--- src/rtl/mips_dbg_pkg.sv ---
// Shared encodings for the mips run/step controller: run modes, stop causes, FSM states.
package mips_dbg_pkg;

    typedef enum logic [1:0] {
        MODE_STEP  = 2'd0,
        MODE_FREE  = 2'd1,
        MODE_BREAK = 2'd2
    } mode_e;

    typedef enum logic [1:0] {
        STOP_COUNT = 2'd0,
        STOP_HALT  = 2'd1,
        STOP_BP    = 2'd2
    } stop_e;

    typedef enum logic [1:0] {
        S_IDLE = 2'd0,
        S_RUN  = 2'd1,
        S_DONE = 2'd2
    } state_e;

    // The unused raw encoding 3 behaves as a free run.
    function automatic mode_e decode_mode(input logic [1:0] raw);
        case (raw)
            2'd0:    decode_mode = MODE_STEP;
            2'd2:    decode_mode = MODE_BREAK;
            default: decode_mode = MODE_FREE;
        endcase
    endfunction

endpackage

--- src/rtl/mips_trace_fifo.sv ---
// Circular trace buffer: overwrites the oldest entry when full and flags it on o_ovf.
module mips_trace_fifo #(
    parameter int W     = 64,
    parameter int DEPTH = 8,
    localparam int AW   = $clog2(DEPTH)
) (
    input  logic          clk,
    input  logic          rst,
    input  logic          i_push,
    input  logic [W-1:0]  i_din,
    input  logic          i_pop,
    input  logic          i_clr_ovf,
    output logic [W-1:0]  o_dout,
    output logic          o_empty,
    output logic [AW:0]   o_level,
    output logic          o_ovf
);

    localparam logic [AW:0] FULL_LVL = (AW+1)'(DEPTH);

    logic [W-1:0]  r_mem [DEPTH];
    logic [AW-1:0] r_wr;
    logic [AW-1:0] r_rd;
    logic [AW:0]   r_level;
    logic          r_ovf;
    logic          w_full;
    logic          w_empty;
    logic          w_pop;
    logic          w_rd_adv;

    assign w_full   = (r_level == FULL_LVL);
    assign w_empty  = (r_level == '0);
    assign w_pop    = i_pop && !w_empty;
    // A push into a full buffer drops the oldest entry, so the read side moves too.
    assign w_rd_adv = w_pop || (i_push && w_full);

    // NOTE: the storage array has no reset; validity is tracked by r_level alone,
    // which keeps the array a plain RAM with no reset fan-out.
    always_ff @(posedge clk) begin
        if (i_push) begin
            r_mem[r_wr] <= i_din;
        end
    end

    always_ff @(posedge clk or posedge rst) begin
        if (rst) begin
            r_wr    <= '0;
            r_rd    <= '0;
            r_level <= '0;
            r_ovf   <= 1'b0;
        end else begin
            if (i_push) begin
                r_wr <= r_wr + AW'(1);
            end
            if (w_rd_adv) begin
                r_rd <= r_rd + AW'(1);
            end
            if (i_push && !w_full && !w_pop) begin
                r_level <= r_level + (AW+1)'(1);
            end else if (!i_push && w_pop) begin
                r_level <= r_level - (AW+1)'(1);
            end
            if (i_clr_ovf) begin
                r_ovf <= 1'b0;
            end else if (i_push && w_full && !w_pop) begin
                r_ovf <= 1'b1;
            end
        end
    end

    assign o_dout  = w_empty ? '0 : r_mem[r_rd];
    assign o_empty = w_empty;
    assign o_level = r_level;
    assign o_ovf   = r_ovf;

endmodule

--- src/rtl/mips_run_ctrl.sv ---
// Run/step/breakpoint controller gating the mips core via cpu_en, with optional
// trace capture enabled by defining MIPS_RUN_CTRL_TRACE_EN.
module mips_run_ctrl
    import mips_dbg_pkg::*;
#(
    parameter int DATA_W      = 32,
    parameter int STEP_W      = 16,
    parameter int TRACE_DEPTH = 8,
    localparam int TRACE_AW   = $clog2(TRACE_DEPTH)
) (
    input  logic                clk,
    input  logic                rst,
    input  logic                start,
    input  logic [1:0]          mode,
    input  logic [STEP_W-1:0]   step_count,
    input  logic [DATA_W-1:0]   bp_addr,
    input  logic                halt_req,
    input  logic [DATA_W-1:0]   pc_in,
    input  logic [DATA_W-1:0]   alu_in,
    output logic                cpu_en,
    output logic                busy,
    output logic                done,
    output logic [1:0]          stop_cause,
    output logic [STEP_W-1:0]   steps_done,
    input  logic                trace_rd,
    output logic [DATA_W-1:0]   trace_pc,
    output logic [DATA_W-1:0]   trace_alu,
    output logic                trace_empty,
    output logic [TRACE_AW:0]   trace_level,
    output logic                trace_ovf
);

    state_e              r_state;
    state_e              w_state_nxt;
    mode_e               r_mode;
    logic [STEP_W-1:0]   r_remaining;
    logic [STEP_W-1:0]   r_steps_done;
    logic [DATA_W-1:0]   r_bp;
    stop_e               r_stop_cause;
    stop_e               w_cause;
    logic                w_stop_halt;
    logic                w_stop_bp;
    logic                w_stop_cnt;
    logic                w_stop;
    logic                w_cpu_en;
    logic                w_start_acc;

    assign w_stop_halt = halt_req;
    assign w_stop_bp   = (r_mode == MODE_BREAK) && (pc_in == r_bp);
    assign w_stop_cnt  = (r_mode == MODE_STEP) && (r_remaining == '0);
    assign w_stop      = w_stop_halt || w_stop_bp || w_stop_cnt;
    assign w_start_acc = (r_state == S_IDLE) && start;

    // NOTE: every combinational output gets a default first, so no path leaves
    // one unassigned and no latch can be inferred.
    always_comb begin
        w_state_nxt = r_state;
        w_cpu_en    = 1'b0;
        w_cause     = STOP_COUNT;
        case (r_state)
            S_IDLE: begin
                if (start) begin
                    w_state_nxt = S_RUN;
                end
            end
            S_RUN: begin
                w_cpu_en = !w_stop;
                if (w_stop) begin
                    w_state_nxt = S_DONE;
                end
            end
            S_DONE:  w_state_nxt = S_IDLE;
            default: w_state_nxt = S_IDLE;
        endcase
        if (w_stop_halt) begin
            w_cause = STOP_HALT;
        end else if (w_stop_bp) begin
            w_cause = STOP_BP;
        end
    end

    // NOTE: sequential state uses non-blocking assignments so every register
    // samples pre-edge values regardless of statement order.
    always_ff @(posedge clk or posedge rst) begin
        if (rst) begin
            r_state <= S_IDLE;
        end else begin
            r_state <= w_state_nxt;
        end
    end

    always_ff @(posedge clk or posedge rst) begin
        if (rst) begin
            r_mode       <= MODE_STEP;
            r_remaining  <= '0;
            r_bp         <= '0;
            r_steps_done <= '0;
            r_stop_cause <= STOP_COUNT;
        end else begin
            if (w_start_acc) begin
                r_mode       <= decode_mode(mode);
                r_remaining  <= step_count;
                r_bp         <= bp_addr;
                r_steps_done <= '0;
            end else if (w_cpu_en) begin
                r_remaining <= r_remaining - STEP_W'(1);
                if (r_steps_done != '1) begin
                    r_steps_done <= r_steps_done + STEP_W'(1);
                end
            end
            if ((r_state == S_RUN) && w_stop) begin
                r_stop_cause <= w_cause;
            end
        end
    end

    assign cpu_en     = w_cpu_en;
    assign busy       = (r_state != S_IDLE);
    assign done       = (r_state == S_DONE);
    assign stop_cause = r_stop_cause;
    assign steps_done = r_steps_done;

`ifdef MIPS_RUN_CTRL_TRACE_EN
    logic [2*DATA_W-1:0] w_trace_dout;

    mips_trace_fifo #(
        .W     (2*DATA_W),
        .DEPTH (TRACE_DEPTH)
    ) u_trace (
        .clk       (clk),
        .rst       (rst),
        .i_push    (w_cpu_en),
        .i_din     ({pc_in, alu_in}),
        .i_pop     (trace_rd),
        .i_clr_ovf (w_start_acc),
        .o_dout    (w_trace_dout),
        .o_empty   (trace_empty),
        .o_level   (trace_level),
        .o_ovf     (trace_ovf)
    );

    assign trace_pc  = w_trace_dout[2*DATA_W-1:DATA_W];
    assign trace_alu = w_trace_dout[DATA_W-1:0];
`else
    // Without capture the pop strobe and ALU result have no consumer.
    logic w_unused_trace;
    assign w_unused_trace = ^{trace_rd, alu_in};

    assign trace_pc    = '0;
    assign trace_alu   = '0;
    assign trace_empty = 1'b1;
    assign trace_level = '0;
    assign trace_ovf   = 1'b0;
`endif

endmodule

--- config.mk ---
export PLATFORM = sky130hd
export DESIGN_NAME = mips_run_ctrl
export DESIGN_NICKNAME = d
export VERILOG_FILES = /design/src/rtl/mips_dbg_pkg.sv /design/src/rtl/mips_trace_fifo.sv /design/src/rtl/mips_run_ctrl.sv
export SDC_FILE = /design/constraint.sdc
export NUM_CORES = 1
export LEC_CHECK = 0
export CAP_MARGIN = 10
export CORE_MARGIN = 2
export CORE_UTILIZATION = 40
export DETAILED_ROUTE_END_ITERATION = 7
export PLACE_DENSITY = 0.87
export SETUP_SLACK_MARGIN = 0.2
export SLEW_MARGIN = 20
export SYNTH_ARGS = -nofsm -noshare
export SYNTH_HDL_FRONTEND = slang
export SYNTH_SLANG_ARGS = --single-unit
--- constraint.sdc ---
create_clock -name clk -period 3.1 [get_ports clk]
set_clock_uncertainty 0.05 [all_clocks]
set_input_delay 0.93 -clock clk [delete_from_list [all_inputs] [get_ports clk]]
set_output_delay 0.93 -clock clk [all_outputs]
set_load 0.1 [all_outputs]
==> notes.md <==
Notes on the physical design

The gate-level netlist out of Yosys references 52 unique cell types. The most used flip-flop cell is sky130_fd_sc_hd__dfrtp_1. The core area is 10370 µm². The most common logic cells in the final layout are 115 x sky130_fd_sc_hd__nand2_1, 70 x sky130_fd_sc_hd__conb_1, 68 x sky130_fd_sc_hd__dfrtp_1. The number of hold violations in the final report is 0. Counting the warning lines in the Yosys log gives 0.

The maximum number of pins on one net before global-route repair is 71. Setup slack on the critical path of the routed design comes to -0.1250 ns. The count of max-cap constraint violations is 0. The total of flip-flops plus latches after synthesis is 70. The number of cells on the worst hold path is listed as 2. The quantity of hold-fixing buffers added after cts is 0.

OpenSTA, run right after detailed placement, puts the worst setup slack at -0.6320 ns. The count of vias placed by the detailed router is 3697. The worst hold path belongs to the class reg2reg.

The most frequent standard cell in the layout excluding fill and tap cells is sky130_fd_sc_hd__nand2_1. In this run switching power makes up 47.58% of total power. The count of input and output buffers is 106. The synthesized chip area reported by yosys is 4278 µm². Overall routing resource usage recorded by global route was 18.78%. Summed over all failing endpoints, the final setup total negative slack is -0.1250 ns. By area the synthesized netlist is led by sky130_fd_sc_hd__dfrtp_1 41%, sky130_fd_sc_hd__buf_4 12%, sky130_fd_sc_hd__nand2_1 10%, sky130_fd_sc_hd__xnor2_1 6.8%, sky130_fd_sc_hd__o21ai_0 2.3%. OpenSTA lists the critical path startpoint as pc_in[19]. The internal power summed over all cells is 2.411 mW.

Summed over all instances, the cell type with the most area after synthesis is sky130_fd_sc_hd__dfrtp_1. The area occupied by multi-input gates is 2330 µm². The total wirelength of the detailed-routed design is 10.55 mm. The share of the Yosys chip area taken by registers is 40.95%.

The HPWL reported at the end of detailed placement is 7.844 mm. Hold analysis lists the worst path endpoint as r_bp[16]. The switching power summed over all nets is 2.189 mW. The cell count after synthesis is 495. The via count of the first global-routing pass is 3751. The netlist area before placement is 4278 µm². The die is 107.4 µm tall. The number of antenna violations at the first check in global routing was 0. The number of I/O pins is 210. Once placement completed, the tool counted placed cells totaling 740.

The logs give a warning total of 63. Using the TritonRoute via totals, the vias-per-cell ratio works out to 4.884. The type of the setup path with the least slack is in2out.

According to the finish report, the design has a final net count of 738. For the worst flop-to-flop path, the logic depth is 9. Of the available clock period, the critical path in the final layout requires 104.0%.

The relative slew slack is 55.75%. TritonRoute output was used to compute an average wire per cell of 13.94 µm. The number of antenna cells inserted is 0. The remaining antenna violation count is 0. The part of the total power dissipated in combinational logic is 47.1%.

The largest driver fanout on the critical path is 2. The finished layout holds 757 standard cells, fillers aside. The destination of the worst register-to-register timing path is steps_done[3]. The die covers 11540 µm². The final hold slack is 0.4551 ns. The maximum clock insertion buffer count is 2. The signal arrival time at the worst endpoint is 2.24 ns.

The critical path required time is 2.12 ns. The sequential group share of total power is 34.9%. The share of flip-flops with an asynchronous set or reset is 100.0%. The violation tally from detailed-route iteration zero is 130. CTS placed an instance of sky130_fd_sc_hd__clkbuf_8 at the clock tree root. The floorplan row count is 37. The fmax is 310.1 MHz.

CTS added clock buffers totalling 9. Among all cell types in the netlist, the one instantiated most often is sky130_fd_sc_hd__nand2_1. The final-report setup violation count is 1. The run finished, with violations left.

Per the CTS log, the maximum H-tree level is 3. The fraction of layout cells with a size suffix above 1 is 20.45%. The initial core utilization is 41.25%. In this run the horizontal extent of the chip is 107.4 µm.

The worst VDD IR drop from the latest analysis is 0.0005675 V. The TritonCTS sink count is 70. The checks that failed: setup timing. The number of fill cells is 957. The category of the worst setup path capture point is an output port. STA classifies the critical path startpoint as a primary input.

In the final layout, flip-flops and latches occupy 1754 µm². The area growth from synthesis to layout is 31.82%. The per-instance average area after synthesis is 8.642 µm².

The TritonCTS clock tree is done. The register-to-register setup slack is 0.48 ns. The wire length of the first global-routing pass is 17.26 mm.

After detailed routing, the number of remaining DRC violations is 0. The yosys cell count is 495. Setup repair after global routing could not meet its margin everywhere. The count of library flops with an enable pin is 0. The first TritonRoute pass finished after 4 iterations. Sorting the synthesized cells by how often they occur yields 115 x sky130_fd_sc_hd__nand2_1, 70 x sky130_fd_sc_hd__buf_4, 70 x sky130_fd_sc_hd__dfrtp_1. The final-report max-slew violation count is 0.

Dividing total power by cell area gives a power density of 815.8 nW/µm². The pin closest to its max-slew limit shows a slew of 0.6638 ns. The leftover overflow at the end of global routing is 0.

The power report puts the leakage power at 2.651 nW. The source of the worst register-to-register timing path is steps_done[0]. The clock period minus final worst setup slack is 3.225 ns. The startpoint identified for the worst hold timing path is r_bp[16].

The weighted congestion at the end of routability-driven global placement is 0.8132. Of the post-synthesis cell area, the dominant cell type holds 40.95%. In the CTS report, the clock slew at the register clock pins of the worst setup and hold paths is listed as 0.08 ns.
-- power by group through the flow --
| stage | Clock (mW) | Combinational (mW) | Sequential (mW) |
|---|---|---|---|
| after global placement | 0 | 2.08 | 1.58 |
| after detailed placement | 0 | 2.14 | 1.60 |
| after global routing | 0.890 | 2.32 | 1.66 |
| final | 0.827 | 2.17 | 1.61 |
| after floorplan | 0 | 1.30 | 1.95 |
| after CTS | 0.844 | 2.16 | 1.60 |
-- how the worst max path moves through the flow --
stage,endpoint,slack [ns],cells past startpoint
floorplan,cpu_en,-0.21,7
global placement,cpu_en,-0.71,9
detailed placement,cpu_en,-0.63,9
CTS,cpu_en,-0.23,8
global route,cpu_en,-0.22,9
finish,cpu_en,-0.12,8
-- critical path: stages --
cell and delay [ns]:
sky130_fd_sc_hd__buf_6 0.09, sky130_fd_sc_hd__xnor2_1 0.14, sky130_fd_sc_hd__nand4_1 0.22, sky130_fd_sc_hd__nor4b_4 0.34
sky130_fd_sc_hd__nand3_4 0.13, sky130_fd_sc_hd__nand3_4 0.10, sky130_fd_sc_hd__clkinvlp_4 0.12, sky130_fd_sc_hd__buf_12 0.18
-- what timing repair did --
| action | CTS | global route |
|---|---|---|
| setup buffers | 1 | 0 |
| pin swaps | 36 | 36 |
| endpoints found under the setup margin | 27 | 23 |
| resized | 78 | 42 |
-- layer usage --
metal | global-route usage (%) | up-vias | wire (µm)
li1 | - | 1784 | -
met1 | 22.55 | 1740 | 4127
met2 | 31.60 | 159 | 5349
met3 | 5.993 | 14 | 911
met4 | 6.777 | 0 | 161
met5 | 0 | - | 0
-- state kept, by name, indices dropped and copies added (netlist names) --
signal and flops:
r_bp 32, r_remaining 16, steps_done 16, r_mode 2, r_state 2, stop_cause 2
-- through the flow --
step           total power, mW  instance area, µm²  util [%]
2_1_floorplan            3.257                4604         -
6_report                 4.600                5639     54.38
4_1_cts                  4.604                5662     54.60
3_3_place_gp             3.662                5381     51.89
3_5_place_dp             3.742                5381     51.89
5_1_grt                  4.867                5639     54.38
-- final cells by class --
class,count,share of cell area [%]
timing repair buffer,129,20.01
clock buffer,12,2.574
sequential,70,31.11
clock inverter,4,1.243
inverter,10,0.7322
multi-input combinational,396,41.31
tap,136,3.018
-- logic make-up (layout without fill, tap and decap cells) --
kind of cell               count (synthesis)  after routing  share of synthesized area [%]
other                                      2             70                         0.1756
xor gates and xnor gates                  34             34                          6.961
muxes                                      4              4                         0.9652
buffers and inverters                     97            155                          14.74
and+or+nand+nor                          224            224                          24.74
adders and majority gates                  3              3                         0.8775
DFF                                       70             70                          40.95
AOI/OAI and AO/OA                         61             61                          10.59
**Sequential cells grouped by signal name**

Bar = 20 µm.
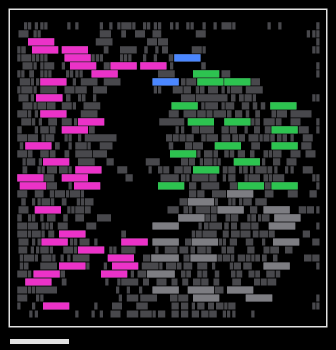
netlist name	colour	sequential cells
r_remaining	green	16
r_bp	magenta	32
r_mode	blue	2
flop share of the area: 31.11%
post-layout util: 54.38%
Seq group: 1.61 mW

**Close-up of the layout**

Region (66, 12) to (96, 42) µm. Cells in grey, sequential cells in the stronger grey; small squares are vias.
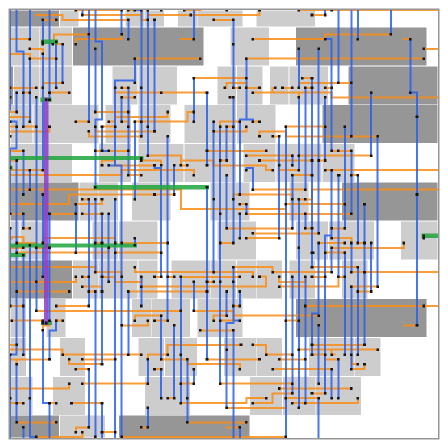
layer	colour
met1	orange
met3	green
met4	purple
met2	blue
netlist names of flops here include	steps_done (8)
cells with their middle in the window	71
sequential cells in the window	8
most frequent	dfrtp_1 (8), buf_4 (7)

**Clock network drawn from the DEF**

Bar = 20 µm.
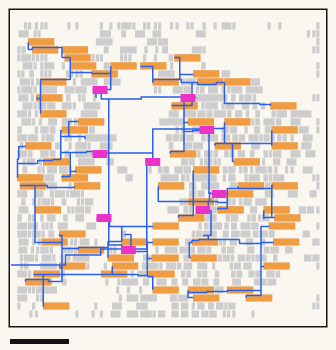
[flip-flops] orange | count: 70
[clock wires] blue | length: 1020 µm
[cells driving clock nets] magenta | count: 9
flops lie	all over the die
proportion of power drawn by the clock network: 18.0%
insertion delay to the later sink of the worst-skew pair: 0.34 ns

Power figures rest on the tool's default switching activity, not on a simulated workload.
